File: config.mk
export PLATFORM = sky130hd
export DESIGN_NAME = eflash_col_seq
export DESIGN_NICKNAME = d
export VERILOG_FILES = /design/src/rtl/eflash_pkg.sv /design/src/rtl/eflash_col_pattern.sv /design/src/rtl/eflash_col_seq.sv
export SDC_FILE = /design/constraint.sdc
export NUM_CORES = 2
export LEC_CHECK = 0
export ABC_AREA = 1
export CAP_MARGIN = 20
export CORE_AREA = 2 2 410 412
export CTS_BUF_LIST = sky130_fd_sc_hd__clkbuf_16
export CTS_CLUSTER_DIAMETER = 60
export DETAILED_ROUTE_END_ITERATION = 12
export DIE_AREA = 0 0 412 414
export MAX_ROUTING_LAYER = met4
export SLEW_MARGIN = 20
export SYNTH_ARGS = -nofsm -noshare
export SYNTH_HDL_FRONTEND = slang
export SYNTH_SLANG_ARGS = --single-unit
File: constraint.sdc
create_clock -name clk_i -period 35.7 [get_ports clk_i]
set_input_delay 3.57 -clock clk_i [delete_from_list [all_inputs] [get_ports clk_i]]
set_output_delay 3.57 -clock clk_i [all_outputs]
set_load 0.01 [all_outputs]
File: src/rtl/eflash_pkg.sv
// Shared types and safe pin levels for the eFlash column sequencer.
package eflash_pkg;

    typedef enum logic [2:0] {
        MODE_ERASE = 3'b001,
        MODE_PROG  = 3'b010,
        MODE_READ  = 3'b011,
        MODE_PAR   = 3'b101,
        MODE_RBR   = 3'b110
    } pim_mode_e;

    typedef enum logic [2:0] {
        S_IDLE, S_PULSE, S_PRE, S_EVAL, S_HOLD, S_DIS, S_DONE
    } col_state_e;

    localparam logic SAFE_DUMH  = 1'b0;
    localparam logic SAFE_PRECB = 1'b1;
    localparam logic SAFE_DISC  = 1'b0;

    // Modes that run the precharge/evaluate/hold/discharge phase train.
    function automatic logic is_analog(input logic [2:0] mode);
        return (mode == MODE_READ) || (mode == MODE_PAR) || (mode == MODE_RBR);
    endfunction

endpackage

File: src/rtl/eflash_col_pattern.sv
// Combinational pin pattern for one sequencer cycle: maps mode, state and
// phase index onto the DUMH/PRECB/DISC levels.
module eflash_col_pattern
    import eflash_pkg::*;
#(
    parameter int N_DUMH        = 256,
    parameter int N_PRECB       = 128,
    parameter int N_RGRP        = 8,
    parameter int COL_PER_PRECB = 4,
    parameter int COL_PER_DUMH  = 16,
    parameter int IN_BITS       = 2,
    localparam int RGW = $clog2(N_RGRP),
    localparam int CAW = $clog2(N_PRECB * COL_PER_PRECB)
) (
    input  logic [2:0]                       mode,
    input  col_state_e                       state,
    input  logic [IN_BITS-1:0]               eval_idx,
    input  logic [RGW-1:0]                   rg,
    input  logic [CAW-1:0]                   col_addr,
    input  logic [N_DUMH-1:0][IN_BITS-1:0]   in_data,
    output logic [N_DUMH-1:0]                dumh,
    output logic [N_PRECB-1:0]               precb,
    output logic [N_PRECB-1:0]               disc
);

    localparam int DW = $clog2(N_DUMH);
    localparam int PW = $clog2(N_PRECB);

    logic [DW-1:0] prog_idx;
    logic [PW-1:0] line_idx;

    // Truncation to DW bits gives the modulo-N_DUMH wrap of the program index.
    assign prog_idx = DW'(rg) + DW'(N_RGRP * (int'(col_addr) / COL_PER_DUMH));
    assign line_idx = PW'(int'(col_addr) / COL_PER_PRECB);

    always_comb begin
        // NOTE: every output gets a value before the case so no path can infer a latch.
        dumh  = {N_DUMH{SAFE_DUMH}};
        precb = {N_PRECB{SAFE_PRECB}};
        disc  = {N_PRECB{SAFE_DISC}};
        unique case (state)
            S_PULSE: begin
                if (mode == MODE_ERASE) begin
                    disc = '1;
                end else if (mode == MODE_PROG) begin
                    for (int i = 0; i < N_DUMH; i++) dumh[i] = (DW'(i) == prog_idx);
                    for (int j = 0; j < N_PRECB; j++) begin
                        precb[j] = (PW'(j) == line_idx);
                        disc[j]  = (PW'(j) == line_idx);
                    end
                end
            end
            S_PRE: if (is_analog(mode)) begin
                precb = '0;
                disc  = '1;
                for (int i = 0; i < N_DUMH; i++)
                    dumh[i] = (mode == MODE_PAR) || (RGW'(i % N_RGRP) == rg);
            end
            S_EVAL: if (is_analog(mode)) begin
                disc = '1;
                for (int i = 0; i < N_DUMH; i++) begin
                    if (mode == MODE_READ)
                        dumh[i] = (RGW'(i % N_RGRP) == rg);
                    else if (mode == MODE_PAR)
                        dumh[i] = (eval_idx < in_data[i]);
                    else
                        dumh[i] = (RGW'(i % N_RGRP) == rg) && (eval_idx < in_data[i / N_RGRP]);
                end
            end
            S_HOLD: if (is_analog(mode)) disc = '1;
            default: ;
        endcase
    end

endmodule

File: src/rtl/eflash_col_seq.sv
// Self-sequencing eFlash column driver: FSM, phase counter and registered pins.
// Define EFLASH_COL_ABORT_EN to add the abort_i early-termination input.
module eflash_col_seq
    import eflash_pkg::*;
#(
    parameter int N_DUMH        = 256,
    parameter int N_PRECB       = 128,
    parameter int N_RGRP        = 8,
    parameter int COL_PER_PRECB = 4,
    parameter int COL_PER_DUMH  = 16,
    parameter int IN_BITS       = 2,
    parameter int PRE_CYC       = 3,
    parameter int HOLD_CYC      = 2,
    parameter int DIS_CYC       = 3,
    localparam int RAW = $clog2(N_RGRP) + 4,
    localparam int CAW = $clog2(N_PRECB * COL_PER_PRECB)
) (
    input  logic                             clk_i,
    input  logic                             rst_ni,
    input  logic                             start_i,
    input  logic [2:0]                       mode_i,
    input  logic [RAW-1:0]                   row_addr_i,
    input  logic [CAW-1:0]                   col_addr_i,
    input  logic [15:0]                      pulse_cyc_i,
    input  logic [N_DUMH-1:0][IN_BITS-1:0]   input_data_i,
`ifdef EFLASH_COL_ABORT_EN
    input  logic                             abort_i,
`endif
    output logic                             busy_o,
    output logic                             done_o,
    output logic [N_DUMH-1:0]                DUMH_o,
    output logic [N_PRECB-1:0]               PRECB_o,
    output logic [N_PRECB-1:0]               DISC_o
);

    localparam int RGW      = $clog2(N_RGRP);
    localparam int EVAL_CYC = (1 << IN_BITS) - 1;

    col_state_e                      state_q, state_d;
    logic [15:0]                     cnt_q, cnt_d, phase_len;
    logic                            phase_last, load, abort_hit;
    logic [2:0]                      mode_q;
    logic [RGW-1:0]                  rg_q;
    logic [CAW-1:0]                  col_q;
    logic [15:0]                     pulse_q;
    logic [N_DUMH-1:0][IN_BITS-1:0]  in_q;
    logic [N_DUMH-1:0]               dumh_c;
    logic [N_PRECB-1:0]              precb_c, disc_c;
    logic                            unused_row_bits;

    assign unused_row_bits = ^row_addr_i[3:0];

    // Phase successor with zero-length phases skipped; EVAL is never empty.
    function automatic col_state_e next_phase(input col_state_e s);
        next_phase = S_DONE;
        case (s)
            S_PRE:   next_phase = S_EVAL;
            S_EVAL:  next_phase = (HOLD_CYC > 0) ? S_HOLD : ((DIS_CYC > 0) ? S_DIS : S_DONE);
            S_HOLD:  next_phase = (DIS_CYC > 0) ? S_DIS : S_DONE;
            default: next_phase = S_DONE;
        endcase
    endfunction

`ifdef EFLASH_COL_ABORT_EN
    assign abort_hit = abort_i && (state_q inside {S_PULSE, S_PRE, S_EVAL, S_HOLD});
`else
    assign abort_hit = 1'b0;
`endif

    // Erase/program pulses last at least one cycle; no-op modes reuse PULSE for one cycle.
    always_comb begin
        unique case (state_q)
            S_PULSE: phase_len = ((mode_q == MODE_ERASE || mode_q == MODE_PROG) && pulse_q != '0)
                                 ? pulse_q : 16'd1;
            S_PRE:   phase_len = 16'(PRE_CYC);
            S_EVAL:  phase_len = 16'(EVAL_CYC);
            S_HOLD:  phase_len = 16'(HOLD_CYC);
            S_DIS:   phase_len = 16'(DIS_CYC);
            default: phase_len = 16'd1;
        endcase
    end

    assign phase_last = (cnt_q == phase_len - 16'd1);

    always_comb begin
        state_d = state_q;
        cnt_d   = cnt_q;
        load    = 1'b0;
        unique case (state_q)
            S_IDLE: if (start_i) begin
                load    = 1'b1;
                cnt_d   = '0;
                state_d = is_analog(mode_i) ? ((PRE_CYC > 0) ? S_PRE : S_EVAL) : S_PULSE;
            end
            S_DONE: state_d = S_IDLE;
            default: begin
                if (abort_hit) begin
                    cnt_d   = '0;
                    state_d = (state_q == S_PULSE || DIS_CYC == 0) ? S_DONE : S_DIS;
                end else if (phase_last) begin
                    cnt_d   = '0;
                    state_d = next_phase(state_q);
                end else begin
                    cnt_d = cnt_q + 16'd1;
                end
            end
        endcase
    end

    eflash_col_pattern #(
        .N_DUMH        (N_DUMH),
        .N_PRECB       (N_PRECB),
        .N_RGRP        (N_RGRP),
        .COL_PER_PRECB (COL_PER_PRECB),
        .COL_PER_DUMH  (COL_PER_DUMH),
        .IN_BITS       (IN_BITS)
    ) u_pattern (
        .mode     (mode_q),
        .state    (state_q),
        .eval_idx (cnt_q[IN_BITS-1:0]),
        .rg       (rg_q),
        .col_addr (col_q),
        .in_data  (in_q),
        .dumh     (dumh_c),
        .precb    (precb_c),
        .disc     (disc_c)
    );

    // NOTE: sequential state uses non-blocking assignments so all registers see pre-edge values.
    always_ff @(posedge clk_i) begin
        if (!rst_ni) begin
            state_q <= S_IDLE;
            cnt_q   <= '0;
            DUMH_o  <= {N_DUMH{SAFE_DUMH}};
            PRECB_o <= {N_PRECB{SAFE_PRECB}};
            DISC_o  <= {N_PRECB{SAFE_DISC}};
        end else begin
            state_q <= state_d;
            cnt_q   <= cnt_d;
            DUMH_o  <= dumh_c;
            PRECB_o <= precb_c;
            DISC_o  <= disc_c;
        end
    end

    // NOTE: the command registers carry no reset; they are only read outside IDLE/DONE, after a load.
    always_ff @(posedge clk_i) begin
        if (load) begin
            mode_q  <= mode_i;
            rg_q    <= row_addr_i[RAW-1:4];
            col_q   <= col_addr_i;
            pulse_q <= pulse_cyc_i;
            in_q    <= input_data_i;
        end
    end

    assign busy_o = !(state_q == S_IDLE || state_q == S_DONE);
    assign done_o = (state_q == S_DONE);

endmodule
==> qor.csv <==
metric;value;unit
number of global-route vias before repair;39810;
Critical Path Stages;6;
Post-CTS Setup Inserts;0;
Crit Path Max Fanout;74;
# Cells Yosys;4546;
Tot Pwr;0.00443;W
dpl cells;7553;
RSZ-0062 raised after global routing;false;
clk cell area share;6.73;%
Post-Synth XOR/XNOR Area;0.225;%
GR Overflow Total;0;
CP Launch Type;primary input;
final core utilization;38.8;%
P_int;0.00284;W
Power Clock;0.00135;W
fmax;139;MHz
Clock Skew;0.0307;ns
outcome;finished, final reports clean;
Gate Area;17500;um^2
Hold EP;cnt_q[11];
DR pass1 iterations;6;
DIE AREA;171000;um^2
number of buffers inserted during clock tree synthesis;134;
Synth async-reset ratio;0;%
mux share;0;%
met3 wire length;20500;um
Metal-1 WL;88000;um
TNS Setup;0;ns
final wirelength;229000;um
post-CTS sizing;0;
cell area after layout;64600;um^2
I/O pins on the die edge:
Pins as bars across the die edge, other pins in grey.
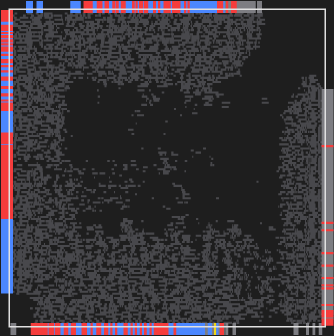
| colour | port | pins | direction | edge |
|---|---|---|---|---|
| red | DUMH_o | 256 | output | 116 left, 66 bottom, 55 top, 19 right |
| blue | input_data_i | 512 | input | 180 bottom, 176 top, 156 left |
| yellow | rst_ni | 1 | input | bottom |
all pins by edge: 295 bottom, 272 left, 270 top, 227 right
width of the die: 412 um
Die Y: 414 um
number of port buffers: 1057

Routed metal, one colour a layer:
(1 px per um)
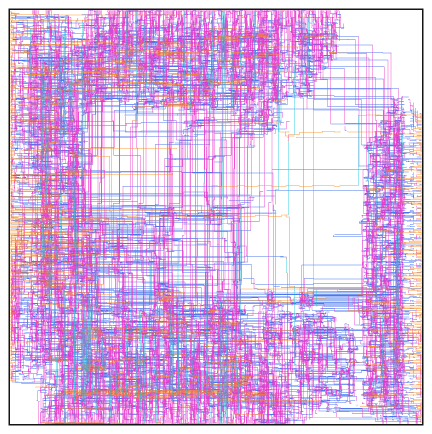
| colour | layer | wire length |
|---|---|---|
| magenta | M2 | 108 mm |
| orange | M3 | 20.5 mm |
| cyan | M4 | 12500 um |
| blue | M1 | 88.0 mm |

Register map, names as in the netlist:
(1 px per um) Other sequential cells in the stronger grey, the rest of the logic in the fainter grey.
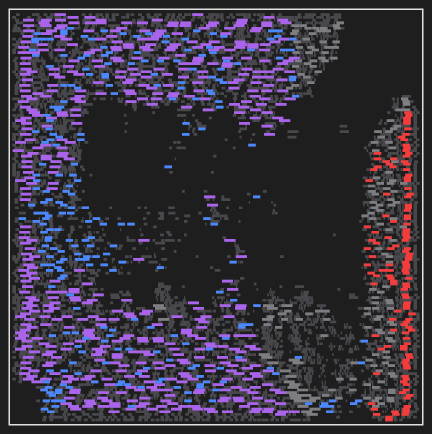
| colour | name in the netlist | placed flops |
|---|---|---|
| blue | DUMH_o | 256 |
| purple | in_q | 512 |
| red | PRECB_o | 128 |
not coloured: 176

No activity file was given, so power comes from the tool's default toggle rates.
